Design rv_instr_encoder_flat, sky130hd; sources not shown.
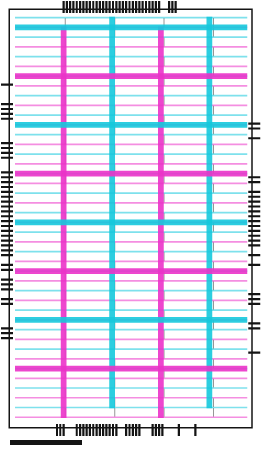
Fig. 1. PDN straps and rails (run 1).
Scale bar: 20 um. Pins as bars on the die edge. Tap cells in gray.
VSS: shown in magenta. VDD: shown in cyan.
42 met1 rails follow the rows. 8 straps on met5.
peak supply drop: 0.465 mV
Die Height: 116 um
width of the die: 67.4 um

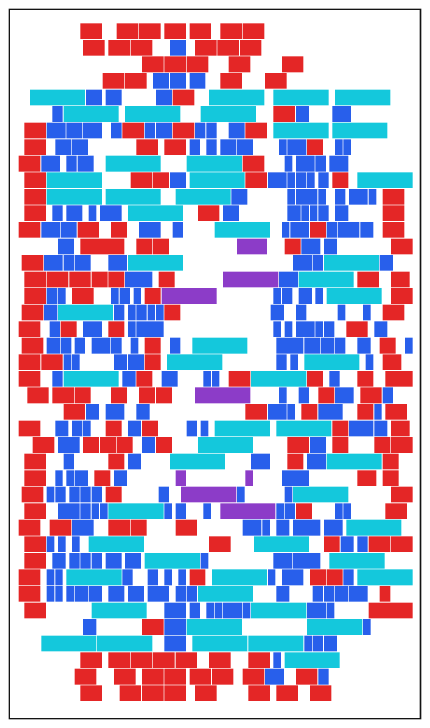
Fig. 2. Placed cells, one color a class (run 1).
clock drivers and dummy loads: shown in purple, cells 8, share of their area 3.2%. other buffers and delay cells: shown in red, cells 171, share of their area 35%. flops: shown in cyan, cells 54, share of their area 29%. combinational and other logic: shown in blue, cells 247, share of their area 33%.
post-route design area: 4700 sq um
core utilization of the finished layout: 0.650
count of standard-cell rows: 41
fraction of area in registers: 0.287

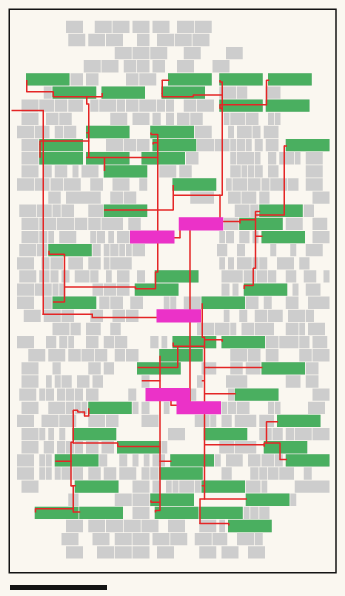
Fig. 3. Clock distribution (run 1).
Scale bar: 20 um.
clock drivers: shown in magenta, count 5. flip-flops: shown in green, count 54. clock wires: shown in red, length 658 um.
Position of the flops: all over the die. There are 6 routed clock nets.
clock network fraction of total power: 0.332
power dissipated in the clock network: 964 uW
worst-case clock skew: 0.00365 ns

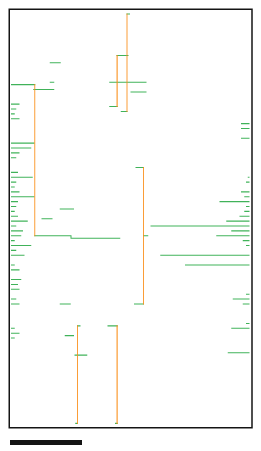
Fig. 4. Signal wires by layer (run 1).
Scale bar: 20 um. Two of the layers only.
metal 3: shown in green, wire length 299 um. metal 4: shown in orange, wire length 176 um.
total global routing track utilization: 0.240
WL/cell: 15.1 um
routed wire length: 8540 um
routed via count: 2999

==> run notes <==
Notes from the flow run.

Status:
- The flow ran to the end, and the final reports show no timing, DRC or antenna violations.

Setup path:
- Per STA, the worst path accumulates the most delay in the family buffers and inverters.
- The run gives the arrival time at the worst endpoint as around 1.9 ns.
- The run gives the critical path depth in cells as 7.
- Traced cell by cell, the critical path runs through clkdlybuf4s50_1, nor2b_1, xnor2_1, nor2_2, buf_4, a22oi_1, o21ai_0.
- STA shows the worst reg2reg path with a cell count of 7.
- The run gives the required time reported for the critical path endpoint as 1.96 ns.
- The run gives the critical setup path kind as in -> reg.
- The run gives the endpoint type of the worst setup path as a flip-flop.
- The run gives the worst path buffer plus inverter count as 2.
- The run gives the cell with the largest stage delay on the worst path as sky130_fd_sc_hd__clkdlybuf4s50_1.
- The run puts the largest fanout on the critical path at 7.
- The run puts the worst-case register-to-register setup slack at roughly 0.1 ns.
- The run gives the launching element type of the critical path as an input port.
- The run puts the delay of the slowest cell on the worst path at around 0.62 ns.

Yosys:
- The most used flip-flop cell after synthesis is sky130_fd_sc_hd__dfrtp_1.
- The run gives the mean instance size in the synthesized netlist as around 9.1 sq um.
- The run gives the most common cell in the synthesized netlist as sky130_fd_sc_hd__dfrtp_1.
- The run gives the Yosys chip area as between 2000 and 3000 sq um.
- The run gives the number of flip-flops and latches in the synthesized netlist as ~54.
- The run gives the aoi/oai-family share of the synthesized area as 0.209.
- The largest total area in the synthesized netlist belongs to sky130_fd_sc_hd__dfrtp_1.
- Of the total synthesized cell area, the portion taken by AND, OR, NAND and NOR gates is 0.193.
- After synthesis, the cell types taking the most area are sky130_fd_sc_hd__dfrtp_1 (46%), sky130_fd_sc_hd__a22oi_1 (6.7%), sky130_fd_sc_hd__o21ai_0 (5.7%), sky130_fd_sc_hd__nor2_1 (4.6%), sky130_fd_sc_hd__nand2_1 (4.2%).
- The run puts the yosys cell count at about 320.
- The run puts the fraction of synthesized area in multiplexers at 0.0309.
- Synthesis instantiated ~45 different standard cells from the library.
- The run gives the area share of the largest cell type after synthesis as 0.464.
- The run puts the sequential element share of the synthesized area at 0.464.
- Among the non-sequential cells, AND-OR/OR-AND gates take the most area.
- The run puts the share of flip-flops with an asynchronous set or reset at 1.00.
- Counting flops with a built-in enable in the synthesized netlist gives 0.
- Sorting the synthesized cells by how often they occur yields sky130_fd_sc_hd__dfrtp_1 (54), sky130_fd_sc_hd__nor2_1 (36), sky130_fd_sc_hd__nand2_1 (33), sky130_fd_sc_hd__o21ai_0 (33), sky130_fd_sc_hd__a22oi_1 (26).
- The run puts the yosys synthesis warning count at 0.
- Synthesis handed over a netlist of 321 instances.
- The run gives the post-synthesis net count as 389.
- In this run, the synthesized area fraction spent on xor and xnor cells is recorded as 0.0541.
- The run puts the combined area of all synthesized cells at 2920 sq um.
- The run puts the adder and majority gate portion of the synthesized area at 0.0129.

Run:
- The run gives the number of maximum-capacitance constraint violations as 0.
- The run gives the number of warnings the tools reported as 27.

Route:
- Using the TritonRoute via totals, the vias-per-cell ratio works out to between 5 and 6.
- The run gives the number of search-and-repair iterations in the first detailed-routing pass as 4.
- The run puts the DRC violation total after the first TritonRoute iteration at between 200 and 250.
- The run gives the final antenna-violating net count as 0.
- The run gives the post-detailed-route DRC marker count as 0.

Global routing:
- Entering global routing, the biggest net connects between 50 and 60 pins.
- For this run the aggregate overflow at the end of global routing stands at 0.
- The run gives the number of global-route vias before repair as just over 3000.
- The run puts the wire length of the first global-routing pass at approximately 14000 um.
- The run puts the initial antenna violation count at 0.

STA:
- The run gives the slew at the pin with the worst max-slew slack as about 0.63 ns.
- The run gives the number of failing setup endpoints in the final timing report as 0.
- The run puts the maximum achievable frequency at 0.584 GHz.
- Setup repair after global routing left no endpoint under its margin.
- The run puts the number of pins exceeding their max-slew limit in the final report at 0.
- The run puts the final cycle utilization of the critical path at 0.951.
- The final timing report derives a shortest allowable period of ~1.7 ns.
- The final hold violation count recorded for this run is 0.
- Checking max transition, the worst relative margin is 0.577.

Layout:
- The run gives the ratio of cells with drive above 1 in the final layout as 0.140.
- By instance count after routing, the leading logic cell types are sky130_fd_sc_hd__clkdlybuf4s50_1 (114), sky130_fd_sc_hd__dfrtp_1 (54), sky130_fd_sc_hd__buf_4 (49), sky130_fd_sc_hd__nor2_1 (34), sky130_fd_sc_hd__nand2_1 (33).
- The run gives the number of filler instances in the final layout as 578.
- The run gives the sequential standard cell area as roughly 1400 sq um.
- The run gives the flip-flop count of the largest register, all copies and words added as 31.
- The run puts the antenna cell count at 0.
- Leaving out buffers and inverters, the combinational logic in the layout accounts for 1480 sq um.
- Compared with the post-synthesis result, the final layout area differs by 61.4%.
- By instance count after routing, the leading logic cell type is sky130_fd_sc_hd__clkdlybuf4s50_1.
- After the last flow step, the layout net total stands at around 550.

Clock network:
- The run puts the number of buffers on the longest clock path at 2.
- Clock tree synthesis selected as its root buffer the cell sky130_fd_sc_hd__clkbuf_16.
- TritonCTS built the clock tree.
- The run gives the worst-skew pair later-pin latency as around 0.28 ns.
- The timing report gives the clock slew at the launch and capture registers of the worst setup and hold paths as approximately 0.070 ns.
- The run gives the TritonCTS sink count as roughly 54.
- CTS added clock buffers totalling 5.
- The run puts the maximum level of the CTS H-tree at 2.

Worst hold path:
- The run gives the type of the tightest min-delay check as in -> async.

Placement:
- The run gives the placed wire-length estimate as 6660 um.
- The run puts the area after detailed placement at between 4000 and 5000 sq um.
- The run puts the quantity of I/O buffers inserted on ports at between 100 and 150.
- The final weighted congestion recorded by global placement is approximately 0.84.

Die:
- The run puts the number of I/O pins at about 120.
- The run puts the area of the core at 7230 sq um.
- The run gives the chip area as around 7800 sq um.
- The run gives the starting density of the core as 0.403.

Pwr:
- The run gives the ratio of total power to cell area as about 620 nW/um^2.
- The run puts the leakage power at a little over 0.002 uW.
## run 1: logic make-up (layout without fill, tap and decap cells)
kind of cell,after synthesis,after routing
AOI/OAI and AO/OA,94,94
DFF,54,54
and+or+nand+nor,118,118
xor gates and xnor gates,18,18
other,1,1
adders and majority gates,3,3
buffers and inverters,24,183
muxes,9,9
## run 1: what timing repair did
action,4_1_cts,5_1_grt
hold buffers,0,0
setup endpoints to repair,33,8
resized,6,6
buffers inserted,0,1
pin swaps,0,1
## run 1: per-stage QoR
step	worst slack, ns	hold slack (ns)	cells	TNS, ns	total power [uW]
after floorplan	0.154	0.0644	321	0	1540
after detailed placement	-0.471	0.381	557	-13.59	1960
after global routing	0.00223	0.0837	566	0	3050
after CTS	0.0332	0.0746	565	0	2940
after global placement	-0.370	0.377	557	-10.64	1950
final	0.0889	0.0619	566	0	2910
## run 1: where the power goes
group	internal (uW)	switching [uW]	total (uW)	leakage, uW
Clock	553	412	964	0.0000739
Sequential	1270	36.2	1300	0.000737
Combinational	365	273	638	0.00122
## run 1: layout make-up
class | count | area share
Timing Repair Buffer | 171 | 0.340
Multi-Input combinational cell | 243 | 0.315
Clock buffer | 7 | 0.0303
Sequential cell | 54 | 0.287
Tap cell | 86 | 0.0229
Inverter | 4 | 0.00319
Clock inverter | 1 | 0.00106
## run 1: per-layer routing
layer	track usage	routed length (um)
met3	0.0283	298
met5	-	0
met2	0.434	4850
met4	0.0780	176
met1	0.266	3220
No activity file was given, so power comes from the tool's default toggle rates.
